<file path="src/rtl/ps2_rx.sv">
// PS/2 host receiver: synchronize, filter, deframe, valid/ready byte output.
// Optional watchdog enabled by defining PS2_RX_TIMEOUT_EN.
module ps2_rx #(
  parameter int FILTER_LEN     = 4,
  parameter int TIMEOUT_CYCLES = 2000
) (
  input  logic       clk,
  input  logic       rst_n,
  input  logic       ps2_clk,
  input  logic       ps2_dat,
  output logic [7:0] rx_data,
  output logic       rx_valid,
  input  logic       rx_ready,
  output logic       busy,
  output logic       parity_err,
  output logic       frame_err,
  output logic       overrun,
  output logic       timeout_err
);

  typedef enum logic [1:0] {
    IDLE,
    SHIFT,
    CHECK
  } state_t;

  localparam int FW = $clog2(FILTER_LEN + 1);

  logic          clk_s1, clk_s2;
  logic          dat_s1, dat_s2;
  logic          fclk;
  logic [FW-1:0] fcnt;
  logic          flip;
  logic          fall;

  state_t     state, state_d;
  logic [3:0] bcnt, bcnt_d;
  logic [9:0] sr, sr_d;
  logic [7:0] data_d;
  logic       valid_d;
  logic       perr_d, ferr_d, ovr_d, tout_d;

  assign flip = (clk_s2 != fclk) && (fcnt == FW'(FILTER_LEN - 1));
  assign fall = flip && fclk;
  assign busy = (state != IDLE);

  // two-flop synchronizers and ps2_clk glitch filter
  always_ff @(posedge clk or negedge rst_n) begin
    if (!rst_n) begin
      clk_s1 <= 1'b1;
      clk_s2 <= 1'b1;
      dat_s1 <= 1'b1;
      dat_s2 <= 1'b1;
      fclk   <= 1'b1;
      fcnt   <= '0;
    end else begin
      clk_s1 <= ps2_clk;
      clk_s2 <= clk_s1;
      dat_s1 <= ps2_dat;
      dat_s2 <= dat_s1;
      if (flip) begin
        fclk <= clk_s2;
        fcnt <= '0;
      end else if (clk_s2 != fclk) begin
        fcnt <= fcnt + 1'b1;
      end else begin
        fcnt <= '0;
      end
    end
  end

`ifdef PS2_RX_TIMEOUT_EN
  localparam int WW = $clog2(TIMEOUT_CYCLES + 1);
  logic [WW-1:0] wdog, wdog_d;
  logic          wdog_hit;

  assign wdog_hit = (wdog >= WW'(TIMEOUT_CYCLES - 1));

  // watchdog register
  always_ff @(posedge clk or negedge rst_n) begin
    if (!rst_n) wdog <= '0;
    else        wdog <= wdog_d;
  end

  // watchdog runs only between edges inside a frame and saturates
  always_comb begin
    wdog_d = '0;
    if (state == SHIFT && !fall) begin
      wdog_d = wdog_hit ? WW'(TIMEOUT_CYCLES) : wdog + 1'b1;
    end
  end
`else
  logic wdog_hit;
  assign wdog_hit = 1'b0;
`endif

  // state, shift register and output registers
  always_ff @(posedge clk or negedge rst_n) begin
    if (!rst_n) begin
      state       <= IDLE;
      bcnt        <= '0;
      sr          <= '0;
      rx_data     <= '0;
      rx_valid    <= 1'b0;
      parity_err  <= 1'b0;
      frame_err   <= 1'b0;
      overrun     <= 1'b0;
      timeout_err <= 1'b0;
    end else begin
      state       <= state_d;
      bcnt        <= bcnt_d;
      sr          <= sr_d;
      rx_data     <= data_d;
      rx_valid    <= valid_d;
      parity_err  <= perr_d;
      frame_err   <= ferr_d;
      overrun     <= ovr_d;
      timeout_err <= tout_d;
    end
  end

  // next state, frame check and handshake
  always_comb begin
    state_d = state;
    bcnt_d  = bcnt;
    sr_d    = sr;
    data_d  = rx_data;
    valid_d = rx_valid & ~rx_ready;
    perr_d  = 1'b0;
    ferr_d  = 1'b0;
    ovr_d   = 1'b0;
    tout_d  = 1'b0;
    unique case (state)
      IDLE: begin
        bcnt_d = '0;
        if (fall && !dat_s2) state_d = SHIFT;
      end
      SHIFT: begin
        if (fall) begin
          sr_d   = {dat_s2, sr[9:1]};
          bcnt_d = bcnt + 1'b1;
          if (bcnt == 4'd9) state_d = CHECK;
        end else if (wdog_hit) begin
          state_d = IDLE;
          tout_d  = 1'b1;
        end
      end
      CHECK: begin
        state_d = IDLE;
        if (!sr[9]) begin
          ferr_d = 1'b1;
        end else if (sr[8] != ~^sr[7:0]) begin
          perr_d = 1'b1;
        end else if (rx_valid && !rx_ready) begin
          ovr_d = 1'b1;
        end else begin
          data_d  = sr[7:0];
          valid_d = 1'b1;
        end
      end
      default: state_d = IDLE;
    endcase
  end

endmodule
</file>
<file path="config.mk">
export PLATFORM = sky130hd
export DESIGN_NAME = ps2_rx
export DESIGN_NICKNAME = d
export VERILOG_FILES = /design/src/rtl/ps2_rx.sv
export SDC_FILE = /design/constraint.sdc
export NUM_CORES = 1
export LEC_CHECK = 0
export CORE_MARGIN = 3
export CORE_UTILIZATION = 46
export CTS_CLUSTER_DIAMETER = 30
export CTS_CLUSTER_SIZE = 20
export DETAILED_ROUTE_END_ITERATION = 8
export PLACE_DENSITY = 0.81
export SYNTH_ARGS = -nofsm -noshare
export SYNTH_HDL_FRONTEND = slang
export SYNTH_SLANG_ARGS = --single-unit
</file>
<file path="constraint.sdc">
create_clock -name clk -period 1.8 [get_ports clk]
set_input_delay 0.36 -clock clk [delete_from_list [all_inputs] [get_ports clk]]
set_output_delay 0.36 -clock clk [all_outputs]
set_load 0.02 [all_outputs]
</file>
Run 1, gate families picked out:
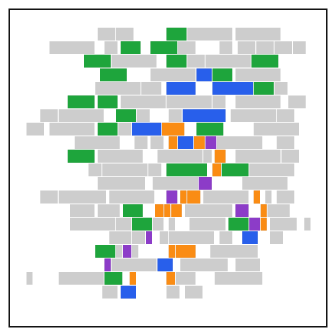
legend:
  purple:
    family: NAND gates
    cells: 8
    most_used: nand2b_1
  blue:
    family: XOR/XNOR gates
    cells: 9
    most_used: xnor2_1
  green:
    family: multiplexers
    cells: 22
    most_used: mux2_2
  orange:
    family: NOR gates
    cells: 17
    most_used: nor2_1
Comb/total area: 0.321
most frequent logic cell in the layout: dfrtp_1

Run 1, met2 routing:
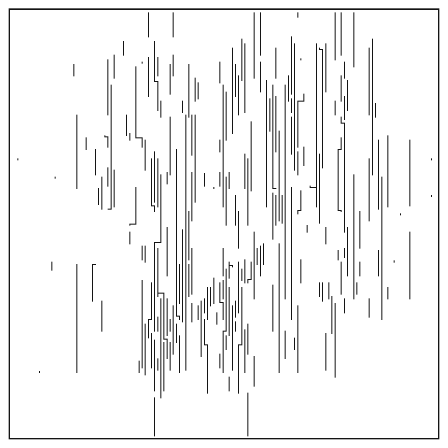
nets with wire on the layer: 138
longest straight run: 37.7 um
GR Util met2: 0.245
Vias: 927
WL final: 2620 um

Run 1, cells coloured by class:
Scale bar: 20 um. Fill, decap, tap and diode cells in grey.
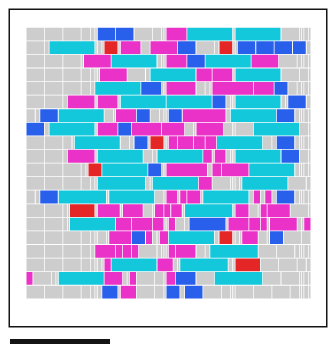
legend:
  magenta:
    class: combinational and other logic
    cells: 70
  blue:
    class: other buffers and delay cells
    cells: 31
  red:
    class: clock drivers and dummy loads
    cells: 7
  cyan:
    class: flops
    cells: 36
Core Util, Final: 0.637
Final Cell Area: 1980 um^2
core box area: 3100 um^2

==> results.cfg, run 1 <==
; yosys + openroad results
[status]
status = finished, violations left
violations = setup timing

[power_and_ir_drop]
p_int_mw = 1.20
power.share.sequential = 0.571
p_clk_frac = 0.291

[clock_tree]
cts.sinks = 36
root_buffer = clkbuf_4

[logic_synthesis]
syn_inst = 108
synth-edff-count = 0
ys_top_logic_family = multiplexers
ys.flops = 36
yosysMostFrequentCell = dfrtp_1
avgSynthCellArea_um2 = 14.0
top_cells_by_count = dfrtp_1, mux2_2, nor2_1

[global_routing]
gr-usage-all-layers = 0.145
first_global_vias = 956
grt_pass1_wl_um = 4310
grt_max_degree = 37

[sta]
hold_viol_final = 0
worst_slack_ns = -0.0401
whs_ns = 0.360
setup_violations = 8

[final_layout]
top_regs = sr: 10 flops, rx_data: 8 flops, bcnt: 4 flops
nFillCells = 247
buf_share = 0.149
seq_share = 0.460
logic_area_um2 = 634
clockNetworkAreaShare = 0.0329
ff_count = 36
layout-drive-gt1-share = 0.382
nNetsFinal = 153
num-multi-input-gates = 65

[hold_path]
hold_start = dat_s1$_DFF_PN1_

[critical_path]
rr_endpoint = rx_data[2]$_DFFE_PN0P_
cp_max_fo = 8
crit_required_ns = 2.03

[job]
drv_cap = 0
warnings = 29

[placement]
port_buffers = 17
gp_congestion = 0.759
placed_cell_area_um2 = 1780

[detailed_routing]
avgViaCountPerCell = 4.93
==> run 1: cell usage in the layout, fill, tap and decap left out, types with 3 or more instances in the layout <==
cell	instances
dfrtp_1	30
clkdlybuf4s50_1	16
mux2_2	12
buf_4	11
mux2_4	8
nor2_1	7
inv_1	5
dfstp_2	5
clkbuf_4	5
nor3_1	4
nand2b_1	3
xnor2_1	3
ha_1	3
==> run 1: worst max-delay path, stage by stage, from the launching register on <==
cell and delay (ns):
dfrtp_1 0.42, xnor2_2 0.14, xnor3_2 0.43, mux2i_4 0.26, buf_12 0.16, mux2_4 0.30
==> run 1: per-layer routing <==
| metal | wire (um) | GRT usage |
|---|---|---|
| met1 | 1100 | 0.159 |
| met2 | 1350 | 0.245 |
| met3 | 87 | 0.0321 |
| met4 | 87 | 0.105 |
| met5 | 0 | 0 |
Run 1, cell sizes after repair:
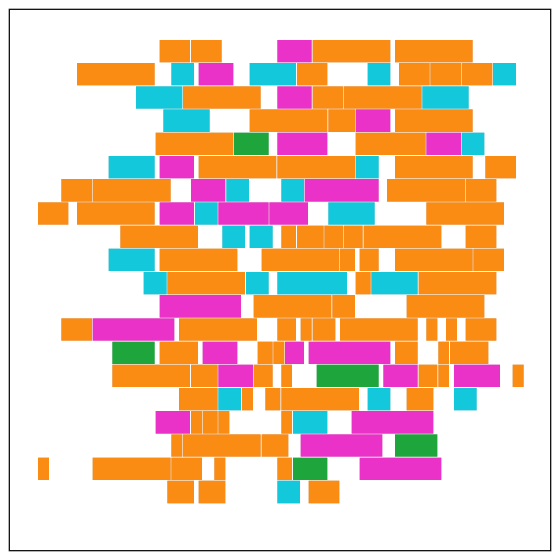

--- run 2 (diff from run 1) ---
- SKIP_LAST_GASP: unset -> 1
Run 2, cell sizes after repair:
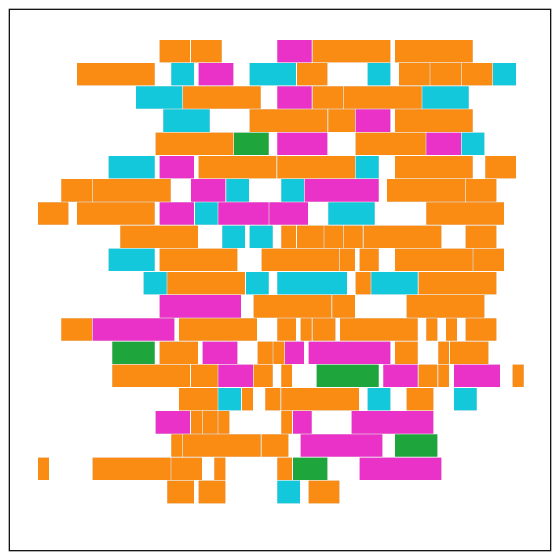
legend:
  magenta:
    size: _2 cells
    cells: 25
    share: 17%
    most_used: mux2_2
  green:
    size: _6 and larger
    cells: 5
    share: 3.5%
  cyan:
    size: _3 and _4 cells
    cells: 25
    share: 17%
    most_used: buf_4
  orange:
    size: _0 and _1 cells
    cells: 89
    share: 62%
    most_used: dfrtp_1
Non-clock buffers: 31
Layout Area Growth over Synthesis: 30.5%
worst setup slack after layout: -0.0387 ns

Run 2, met2 routing:
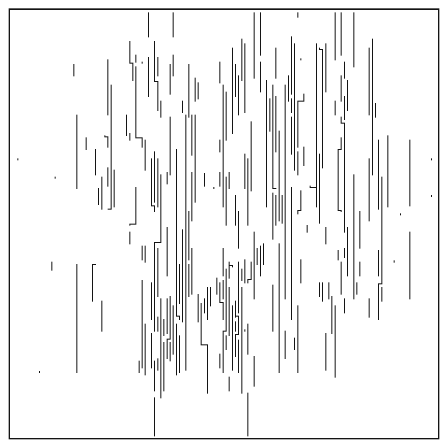
nets with wire on the layer: 138
share of all routed wire: 51%
WL final: 2620 um
Vias: 924

Run 2, cells coloured by class:
Scale bar: 20 um. Fill, decap, tap and diode cells in grey.
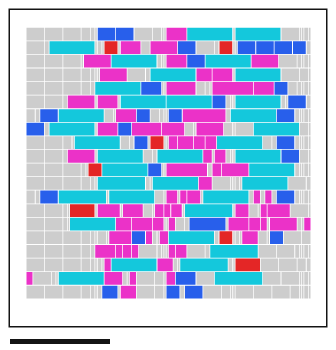
legend:
  cyan:
    class: flops
    cells: 36
  magenta:
    class: combinational and other logic
    cells: 70
  red:
    class: clock drivers and dummy loads
    cells: 7
  blue:
    class: other buffers and delay cells
    cells: 31
Core Util, Final: 0.635
cell row count: 20
Final Cell Area: 1970 um^2
flop share of the area: 0.461

==> run 2 against run 1 <==
Effect of this change:
- the flow still finishes with violations (setup timing)
- global-route usage unchanged
- die area unchanged
- first-iteration DRC count increased by 16%
- via count decreased by 0.32%
- critical endpoint unchanged
==> results.cfg, run 2 <==
; yosys + openroad results
[status]
status = finished, violations left
violations = setup timing

[global_routing]
grt_pass1_wl_um = 4310
gr-usage-all-layers = 0.145

[final_layout]
nFillCells = 247
num-multi-input-gates = 65
top_regs = sr: 10 flops, rx_data: 8 flops, bcnt: 4 flops
logic_area_um2 = 629
layout-drive-gt1-share = 0.382
clockNetworkAreaShare = 0.0330
nNetsFinal = 153
comb_share = 0.319

[critical_path]
path_delay_family = XOR/XNOR gates
slowest_delay_ns = 0.48
cp_slowest_cell = xnor3_2
cp.depth = 5
rr_endpoint = rx_data[2]$_DFFE_PN0P_

[sta]
worst_slack_ns = -0.0387
setup_violations = 8

[job]
drv_cap = 0

[placement]
gp_congestion = 0.759
placed_cell_area_um2 = 1780

[power_and_ir_drop]
p_clk_frac = 0.291
p_int_mw = 1.20

[clock_tree]
root_buffer = clkbuf_4

[logic_synthesis]
yosysMostFrequentCell = dfrtp_1
synth-edff-count = 0
avgSynthCellArea_um2 = 14.0
ys.flops = 36
-- run 2: cells by family (layout without fill, tap and decap cells) --
logic type	after synthesis	in the layout	synth area share
AND-OR/OR-AND	3	3	0.0124
XOR/XNOR	9	9	0.0712
adder cells (fa/ha/maj)	4	4	0.0331
buffers and inverters	7	43	0.0207
flip-flops	36	36	0.601
multiplexers	22	22	0.171
other	1	1	0.00248
AND/OR/NAND/NOR	26	26	0.0886
-- run 2: routing by layer --
| layer | wire (um) | part of all wire | global-route usage |
|---|---|---|---|
| met2 | 1350 | 0.51 | 0.245 |
| met1 | 1100 | 0.42 | 0.159 |
| met5 | 0 | 0 | 0 |
| met3 | 87 | 0.033 | 0.0321 |
| met4 | 87 | 0.033 | 0.105 |
Run 2, gate families picked out:
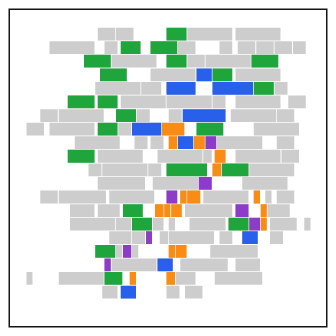

--- run 3 (diff from run 2) ---
--- a/config.mk
+++ b/config.mk
@@ -7,9 +7,9 @@
 export LEC_CHECK = 0
 export CORE_MARGIN = 3
-export CORE_UTILIZATION = 46
+export CORE_UTILIZATION = 33
 export CTS_CLUSTER_DIAMETER = 30
 export CTS_CLUSTER_SIZE = 20
 export DETAILED_ROUTE_END_ITERATION = 8
-export PLACE_DENSITY = 0.81
+export PLACE_DENSITY = 0.64
 export SKIP_LAST_GASP = 1
 export SYNTH_ARGS = -nofsm -noshare
==> constraint.sdc (replaced) <==
create_clock -name clk -period 1.8 [get_ports clk]
set_input_delay 0.54 -clock clk [delete_from_list [all_inputs] [get_ports clk]]
set_output_delay 0.54 -clock clk [all_outputs]
set_load 0.02 [all_outputs]
Run 3, gate families picked out:
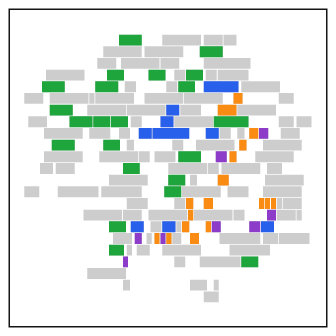
legend:
  purple:
    family: NAND gates
    cells: 8
    most_used: nand2b_1
  green:
    family: multiplexers
    cells: 22
    most_used: mux2_2
  blue:
    family: XOR/XNOR gates
    cells: 9
    most_used: xnor2_1
  orange:
    family: NOR gates
    cells: 17
    most_used: nor2_1
Post-Layout Cell Count: 198
Comb/total area: 0.299

Run 3, met2 routing:
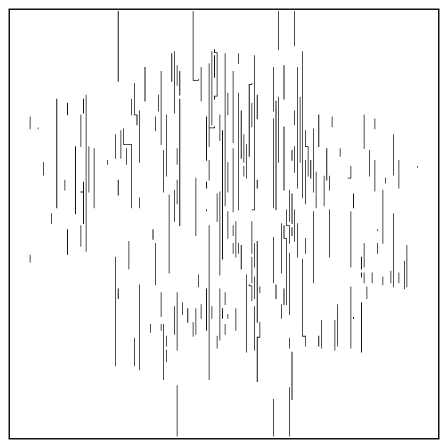
main direction: vertical
wire length on this layer: 1,300 um
share of all routed wire: 49%
nets with wire on the layer: 138
longest straight run: 26.9 um
GR Util met2: 0.170
WL final: 2640 um

Run 3, clock wiring as the flow saved it:
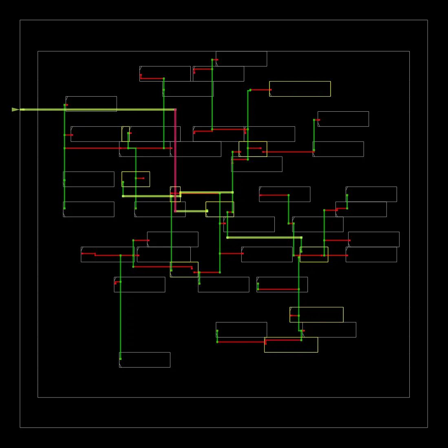
TritonCTS Buffers: 5
sequential cells: 36

==> run 3 against run 2 <==
Effect of this change:
- the flow still finishes with violations (setup timing)
- flip-flop count did not move
- combinational power rose by 11%
- clock-buffer cell count fell by 1
- global-route usage fell by 3.1 points
- setup slack got worse by 0.017 ns
- non-clock buffer count rose by 3
- synthesized cell count did not move
- critical path depth rose by 1
- first-iteration DRC count rose by 17%
- sequential share of layout area fell by 1.7 points
- cell count rose by 5.3%
==> results.cfg, run 3 <==
; yosys + openroad results
[global_routing]
first_global_vias = 984
grt_pass1_wl_um = 4630
gr-usage-all-layers = 0.113
grt_max_degree = 37

[final_layout]
design_area_um2 = 2040
clockNetworkAreaShare = 0.0526
seq_share = 0.444
num-multi-input-gates = 65
fin_util = 0.487

[placement]
placed_cell_area_um2 = 1820
port_buffers = 17

[logic_synthesis]
ys.flops = 36
compound_area_frac = 0.0124
ys_top_logic_family = multiplexers
synth-edff-count = 0
avgSynthCellArea_um2 = 14.0
top_cells_by_count = dfrtp_1, mux2_2, nor2_1

[sta]
worst_slack_ns = -0.0559
whs_ns = 0.357
setup_violations = 8
hold_viol_final = 0

[floorplan]
num_rows = 23

[critical_path]
cp_slowest_cell = clkdlybuf4s50_1
rr_endpoint = rx_data[1]$_DFFE_PN0P_
cp.depth = 6
crit_chain = clkdlybuf4s50_1 > nor2b_1 > nor3_1 > mux2i_4 > buf_12 > mux2_4

[detailed_routing]
vias = 924

[status]
violations = setup timing
status = finished, violations left

[job]
warnings = 29
drv_cap = 0

[clock_tree]
root_buffer = clkbuf_8
[run 3: cell counts after synthesis]
Identical to the previous run, type by type.
[run 3: what timing repair did]
action                     4_1_cts  5_1_grt
hold endpoints to repair         0        0
gates resized                   11       13
pin swaps                        2        4
buffers inserted                 3        4
setup endpoints to repair       11       28
[run 3: per-layer routing]
| metal | vias up | GRT usage | share of wire |
|---|---|---|---|
| li1 | 442 | - | - |
| met4 | 0 | 0.0362 | 0.0068 |
| met1 | 463 | 0.146 | 0.44 |
| met2 | 17 | 0.170 | 0.49 |
| met5 | - | 0 | 0 |
| met3 | 2 | 0.0506 | 0.058 |
[run 3: power breakdown]
group	internal [mW]	switching, mW	leakage, nW
sequential	0.875	0.0352	0.483
clock	0.411	0.270	0.0552
combinational	0.110	0.132	0.586
total	1.40	0.437	1.12
Power and IR drop assume default switching activity.
